===== src/rtl/seq_alu_pkg.sv =====
// Shared definitions for seq_alu: opcodes, FSM state encoding, reserved-op result.
package seq_alu_pkg;

  localparam logic [3:0] OP_AND  = 4'b0000;
  localparam logic [3:0] OP_OR   = 4'b0001;
  localparam logic [3:0] OP_ADD  = 4'b0010;
  localparam logic [3:0] OP_XOR  = 4'b0011;
  localparam logic [3:0] OP_NOTA = 4'b0100;
  localparam logic [3:0] OP_NOR  = 4'b0101;
  localparam logic [3:0] OP_SUB  = 4'b0110;
  localparam logic [3:0] OP_SLTU = 4'b0111;
  localparam logic [3:0] OP_SLT  = 4'b1000;
  localparam logic [3:0] OP_SLL  = 4'b1001;
  localparam logic [3:0] OP_SRL  = 4'b1010;
  localparam logic [3:0] OP_SRA  = 4'b1011;
  localparam logic [3:0] OP_MULU = 4'b1100;
  localparam logic [3:0] OP_DIVU = 4'b1101;

  // Fill bit for Y/Y_HI on reserved opcodes (and Y_HI on all single-cycle ops).
  localparam logic RSV_FILL = 1'b0;

  typedef enum logic [1:0] {
    S_IDLE = 2'b00,
    S_BUSY = 2'b01,
    S_DONE = 2'b10
  } state_t;

endpackage


===== src/rtl/seq_alu_muldiv.sv =====
// Iterative unsigned unit: radix-2 shift-add multiplier and restoring divider.
// One iteration per cycle; done rises after WIDTH iterations and lasts one cycle.
module seq_alu_muldiv #(
  parameter int WIDTH = 32
) (
  input  logic             clk,
  input  logic             rst_n,
  input  logic             start,
  input  logic             op_div,
  input  logic [WIDTH-1:0] a,
  input  logic [WIDTH-1:0] b,
  output logic             done,
  output logic [WIDTH-1:0] hi,
  output logic [WIDTH-1:0] lo
);
  localparam int CW = $clog2(WIDTH + 1);

  logic [CW-1:0]    cnt;
  logic             active;
  logic             is_div;
  logic [WIDTH-1:0] opnd;
  logic [WIDTH-1:0] hi_q;
  logic [WIDTH-1:0] lo_q;
  logic [WIDTH:0]   add_w;
  logic [WIDTH:0]   shifted;
  logic [WIDTH:0]   diff;

  assign add_w   = {1'b0, hi_q} + {1'b0, opnd};
  assign shifted = {hi_q, lo_q[WIDTH-1]};
  assign diff    = shifted - {1'b0, opnd};
  assign done    = active && (cnt == '0);
  assign hi      = hi_q;
  assign lo      = lo_q;

  // Multiply: lo holds the multiplier, shifted out as the product fills in.
  // Divide: lo holds the dividend, shifted out as quotient bits fill in; B=0
  // naturally yields an all-ones quotient with the dividend as remainder.
  always_ff @(posedge clk or negedge rst_n) begin
    if (!rst_n) begin
      cnt    <= '0;
      active <= 1'b0;
      is_div <= 1'b0;
      opnd   <= '0;
      hi_q   <= '0;
      lo_q   <= '0;
    end else if (start) begin
      cnt    <= CW'(WIDTH);
      active <= 1'b1;
      is_div <= op_div;
      opnd   <= op_div ? b : a;
      hi_q   <= '0;
      lo_q   <= op_div ? a : b;
    end else if (active) begin
      if (cnt == '0) begin
        active <= 1'b0;
      end else begin
        cnt <= cnt - 1'b1;
        if (is_div) begin
          if (!diff[WIDTH]) begin
            hi_q <= diff[WIDTH-1:0];
            lo_q <= {lo_q[WIDTH-2:0], 1'b1};
          end else begin
            hi_q <= shifted[WIDTH-1:0];
            lo_q <= {lo_q[WIDTH-2:0], 1'b0};
          end
        end else if (lo_q[0]) begin
          {hi_q, lo_q} <= {add_w, lo_q[WIDTH-1:1]};
        end else begin
          {hi_q, lo_q} <= {1'b0, hi_q, lo_q[WIDTH-1:1]};
        end
      end
    end
  end

endmodule


===== src/rtl/seq_alu.sv =====
// Handshaked ALU with registered result; MULU/DIVU via iterative unit when
// SEQ_ALU_MULDIV_EN is defined, otherwise they behave as reserved opcodes.
// state | meaning:  IDLE accept request | BUSY mul/div iterating | DONE result held
module seq_alu #(
  parameter int WIDTH = 32,
  parameter int SHW   = $clog2(WIDTH)
) (
  input  logic             clk,
  input  logic             rst_n,
  input  logic             in_valid,
  output logic             in_ready,
  input  logic [3:0]       OP,
  input  logic [WIDTH-1:0] A,
  input  logic [WIDTH-1:0] B,
  output logic             out_valid,
  input  logic             out_ready,
  output logic [WIDTH-1:0] Y,
  output logic [WIDTH-1:0] Y_HI,
  output logic             Zero,
  output logic             overflow
);
  import seq_alu_pkg::*;

  localparam int M = WIDTH - 1;

  state_t           state, state_n;
  logic [WIDTH-1:0] y_q, y_hi_q, alu_y, sum_w, diff_w;
  logic             ovf_q, alu_ovf;
  logic             load_alu, load_md, is_multi;
  logic             md_done;
  logic [WIDTH-1:0] md_hi, md_lo;
  logic [SHW-1:0]   shamt;

  assign shamt = B[SHW-1:0];
  assign sum_w  = A + B;
  assign diff_w = A - B;

`ifdef SEQ_ALU_MULDIV_EN
  logic md_start;
  assign is_multi = (OP == OP_MULU) || (OP == OP_DIVU);
  assign md_start = in_valid && (state == S_IDLE) && is_multi;

  seq_alu_muldiv #(.WIDTH(WIDTH)) u_muldiv (
    .clk    (clk),
    .rst_n  (rst_n),
    .start  (md_start),
    .op_div (OP == OP_DIVU),
    .a      (A),
    .b      (B),
    .done   (md_done),
    .hi     (md_hi),
    .lo     (md_lo)
  );
`else
  assign is_multi = 1'b0;
  assign md_done  = 1'b0;
  assign md_hi    = '0;
  assign md_lo    = '0;
`endif

  always_comb begin
    alu_y   = {WIDTH{RSV_FILL}};
    alu_ovf = 1'b0;
    case (OP)
      OP_AND:  alu_y = A & B;
      OP_OR:   alu_y = A | B;
      OP_ADD: begin
        alu_y   = sum_w;
        alu_ovf = (A[M] == B[M]) && (sum_w[M] != A[M]);
      end
      OP_XOR:  alu_y = A ^ B;
      OP_NOTA: alu_y = ~A;
      OP_NOR:  alu_y = ~(A | B);
      OP_SUB: begin
        alu_y   = diff_w;
        alu_ovf = (A[M] != B[M]) && (diff_w[M] != A[M]);
      end
      OP_SLTU: alu_y = {{(WIDTH-1){1'b0}}, (A < B)};
      OP_SLT:  alu_y = {{(WIDTH-1){1'b0}}, ($signed(A) < $signed(B))};
      OP_SLL:  alu_y = A << shamt;
      OP_SRL:  alu_y = A >> shamt;
      OP_SRA:  alu_y = $signed(A) >>> shamt;
      default: alu_y = {WIDTH{RSV_FILL}};
    endcase
  end

  always_comb begin
    state_n  = state;
    load_alu = 1'b0;
    load_md  = 1'b0;
    case (state)
      S_IDLE: begin
        if (in_valid) begin
          if (is_multi) begin
            state_n = S_BUSY;
          end else begin
            state_n  = S_DONE;
            load_alu = 1'b1;
          end
        end
      end
      S_BUSY: begin
        if (md_done) begin
          state_n = S_DONE;
          load_md = 1'b1;
        end
      end
      S_DONE: begin
        if (out_ready) state_n = S_IDLE;
      end
      default: state_n = S_IDLE;
    endcase
  end

  always_ff @(posedge clk or negedge rst_n) begin
    if (!rst_n) begin
      state  <= S_IDLE;
      y_q    <= '0;
      y_hi_q <= '0;
      ovf_q  <= 1'b0;
    end else begin
      state <= state_n;
      if (load_alu) begin
        y_q    <= alu_y;
        y_hi_q <= {WIDTH{RSV_FILL}};
        ovf_q  <= alu_ovf;
      end else if (load_md) begin
        y_q    <= md_lo;
        y_hi_q <= md_hi;
        ovf_q  <= 1'b0;
      end
    end
  end

  assign in_ready  = (state == S_IDLE);
  assign out_valid = (state == S_DONE);
  assign Y         = y_q;
  assign Y_HI      = y_hi_q;
  assign Zero      = (y_q == '0);
  assign overflow  = ovf_q;

endmodule

===== config.mk =====
export PLATFORM = sky130hd
export DESIGN_NAME = seq_alu
export DESIGN_NICKNAME = d
export VERILOG_FILES = /design/src/rtl/seq_alu_pkg.sv /design/src/rtl/seq_alu_muldiv.sv /design/src/rtl/seq_alu.sv
export SDC_FILE = /design/constraint.sdc
export NUM_CORES = 1
export LEC_CHECK = 0
export ABC_AREA = 1
export CORE_MARGIN = 3
export CORE_UTILIZATION = 50
export CTS_CLUSTER_SIZE = 30
export DETAILED_ROUTE_END_ITERATION = 16
export GPL_ROUTABILITY_DRIVEN = 1
export GPL_TIMING_DRIVEN = 0
export PLACE_DENSITY = 0.78
export REMOVE_ABC_BUFFERS = 1
export SLEW_MARGIN = 30
export SYNTH_ARGS = -nofsm -noshare
export SYNTH_HDL_FRONTEND = slang
export SYNTH_SLANG_ARGS = --single-unit

===== constraint.sdc =====
create_clock -name clk -period 2.26 [get_ports clk]
set_input_delay 0.565 -clock clk [delete_from_list [all_inputs] [get_ports clk]]
set_output_delay 0.565 -clock clk [all_outputs]
set_load 0.05 [all_outputs]

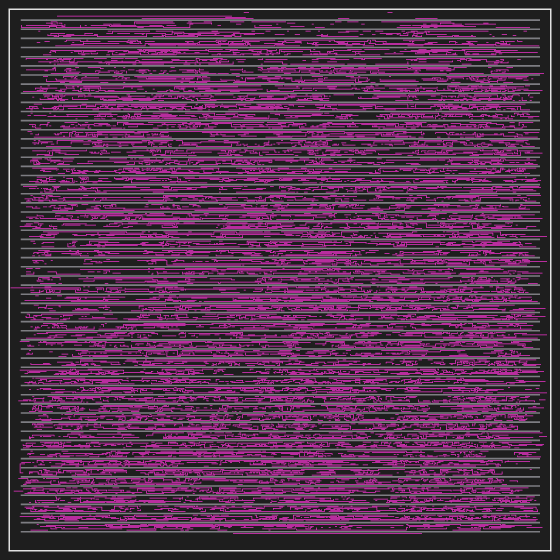
*Met1 routing*
Supply wires on this layer in grey.
longest straight run: 72.2 µm
main direction: horizontal
share of all routed wire: 34%

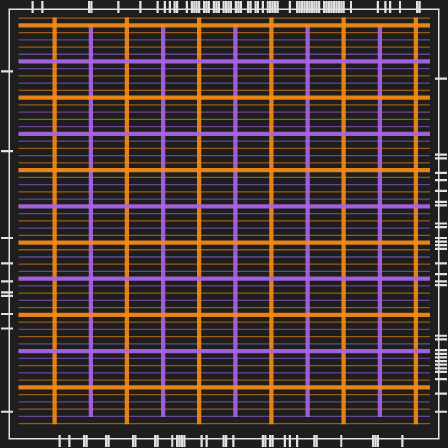
*PDN straps and rails*
Pins as bars on the die edge.
| colour | net |
|---|---|
| purple | VDD |
| orange | VSS |
met5 straps: 11
met4 straps: 11
met1 rails: 57
signal pins: 140
rows: 56

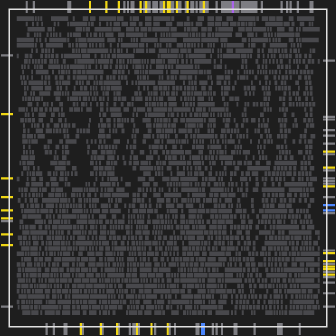
*Pin placement*
Pins as bars across the die edge, other pins in grey.
| colour | port | pins | direction | edge |
|---|---|---|---|---|
| blue | `OP` | 4 | input | 2 south, 2 east |
| yellow | `B` | 32 | input | 11 north, 8 east, 7 west, 6 south |
| purple | `in_ready` | 1 | output | north |
all pins by edge: 66 north, 34 south, 30 east, 10 west
die outline width: 161 µm
die height: 161 µm

==> results.yml <==
# generated from flow reports
clock_network:
  ctsHoldBuffers: 0
  cts_tree: "yes"
  tritoncts.num_buffers: 5
  post_cts_setup_buffer_count: 100
  clkTransAtPathRegs_ns: 0.06
  tritoncts_num_sinks: 34
  max-clock-path-buffers: 2
timing:
  final-hold-violation-count: 0
  fmax_mhz: 410
  worstMarginPinSlew_ns: 0.707
  finalSetupTns_ns: -1.22
  hold_slack_final_ns: 0.124
  final-max-slew-violation-count: 0
  timing.final.crit_period_ns: 2.44
  finalClockSkew_ns: 0.00325
  setup-violations-final: 18
  final_min_period_over_clock_period_pct: 108
  max_slew_headroom_at_the_worst_pin_pct: 52.7
  final_critical_path_setup_slack_ns: -0.179
  rsz0062_at_grt: "yes"
critical_path:
  worst_r2r_path_depth: 6
  rr_endpoint: "Y[31]"
  worstReg2RegStart: "state[1]"
  delay_contributed_by_the_slowest_stage_of_the_critical_path_ns: 0.32
  path_class: "in2reg"
  regToRegSetupSlack_ns: 0.62
  timing.critical_path.max_delay_family: "simple AND/OR/NAND/NOR gates"
  slowest_stage: "a21oi_2"
  critical_path_arrival_ns: 2.61
  cp_num_cells: 14
  critPathLaunchType: "input port"
  crit_path_max_fanout: 5
  worstSetupEndpoint: "Y[3]"
  worst-path-buf-inv: 4
  cp-end-kind: "flop"
  crit_required_ns: 2.43
  launch_point_of_the_critical_path: "OP[1]"
synth:
  common_cells: "848 x nand2_1, 438 x nand3_1, 288 x inv_1"
  synthesized_instance_count: 2373
  post-synth-top-area-cell: "nand2_1"
  ys_top_cells_by_area: "nand2_1 27%, nand3_1 18%, ha_1 10%"
  synth-cells-yosys: 2373
  yosysUniqueCellTypes: 40
  yosysWarnings: 0
  top_cell: "nand2_1"
  post_synth_instance_area_um2: 12000
  synth-edff-count: 0
  ff_type: "dfrtp_1"
  synth.yosys.chip_area_um2: 12000
  avgSynthCellArea_um2: 5.05
  ys_ff: 34
  synth.top_cell.area_share_pct: 26.6
  synth_seq_share_pct: 7.10
power_and_ir_drop:
  clock_power_share_pct: 11.6
  seq_cell_power_uw: 881
  sw_frac_of_total_pct: 56.6
  power_report.internal_total_uw: 3000
  totalPowerFinal_uw: 6900
  vdd.ir_drop.worst_mv: 0.486
  pwr_density_cell_nw_per_um2: 399
  power_frac_seq_pct: 12.8
  total_leakage_power_uw: 0.00871
  combinationalPowerShare_pct: 75.6
  power_leader: "combinational logic"
  pwr.group.clock_uw: 801
  switchingPower_uw: 3910
finish:
  top_area_cell_class: "multi-input combinational cells"
  finish.utilization_pct: 73.5
  buf_share_pct: 15.1
  sh_seq_area_pct: 4.92
  commonest_cells_after_routing_fill_and_taps_aside: "687 x nand2_1, 394 x nand3_1, 181 x inv_1"
  flip_flop_count_of_the_largest_register_all_copies_and_words_added: 32
  fin_nets: 2731
  non_clock_buffer_count: 268
  mi_logic_area_um2: 11900
  register_area_um2: 851
  drive_above_1_share_pct: 30.5
  clock_buffer_instance_count_of_the_final_layout: 5
  comb_cells: 1943
  fillers: 2017
  num_antenna_cells: 2
  fin_area_um2: 17300
  sequential_cell_total: 34
  clkCellAreaFrac_pct: 0.954
  comb_share_pct: 68.8
  layout_top_cell: "nand2_1"
  nonClockInverterCount: 305
  areaGrowthSynthToFinish_pct: 44.5
placement:
  place_ws_ns: -1.80
  dp_hpwl_mm: 46.3
  place_area_um2: 12900
  port-buffer-count: 107
  place.detailed.instances: 2697
  globalplace.congestion: 1.03
grt:
  largest_net_degree_at_the_start_of_global_routing: 37
  grt_pass1_vias: 17000
  initial_antenna_violation_count: 3
  globalRouteTotalUtil_pct: 49.7
  globalRoute.totalOverflow: 0
floorplan:
  floorplan.rows: 56
  chip_area_um2: 25900
  floorplan.io_pins: 140
  num_tap_cells: 319
  core_area_um2: 23500
  floorplan.core_util_pct: 50.9
status:
  failed_checks: "setup timing"
  outcome: "finished, violations left"
run:
  stage_log_warnings: 95
  cap_viol_max_count: 0
routing:
  routed_wire_length_per_instance_um: 24.7
  firstDrtPassIters: 10
  dr_total_vias: 18700
  post-route-drc-count: 0
  postRouteAntennaNets: 0
  post_drt_via_cell_ratio: 6.50
  routed_wl_mm: 71.1
==> cell families (layout without fill, tap and decap cells) <==
kind of cell	count (synthesis)	in the layout	share of synthesized area, %
and+or+nand+nor	1584	1588	56.2
xor gates and xnor gates	1	1	0.0731
other	1	34	0.0313
DFF	34	34	7.10
muxes	1	1	0.0836
AOI/OAI and AO/OA	219	219	10.5
adders and majority gates	102	102	10.8
buffers and inverters	431	581	15.2
==> worst min-delay path by stage <==
stage,to,slack [ns]
after floorplan,Y[0],0.27
after global placement,overflow,0.48
after CTS,Y[0],0.13
after detailed placement,Y[6],0.43
after global routing,Y[3],0.13
final,Y[2],0.12
==> routing by layer <==
metal / track usage (%) / routed length (µm)
met5: 0 / 16
met4: 32.9 / 7850
met3: 14.9 / 10700
met2: 75.6 / 28600
met1: 60.5 / 23900
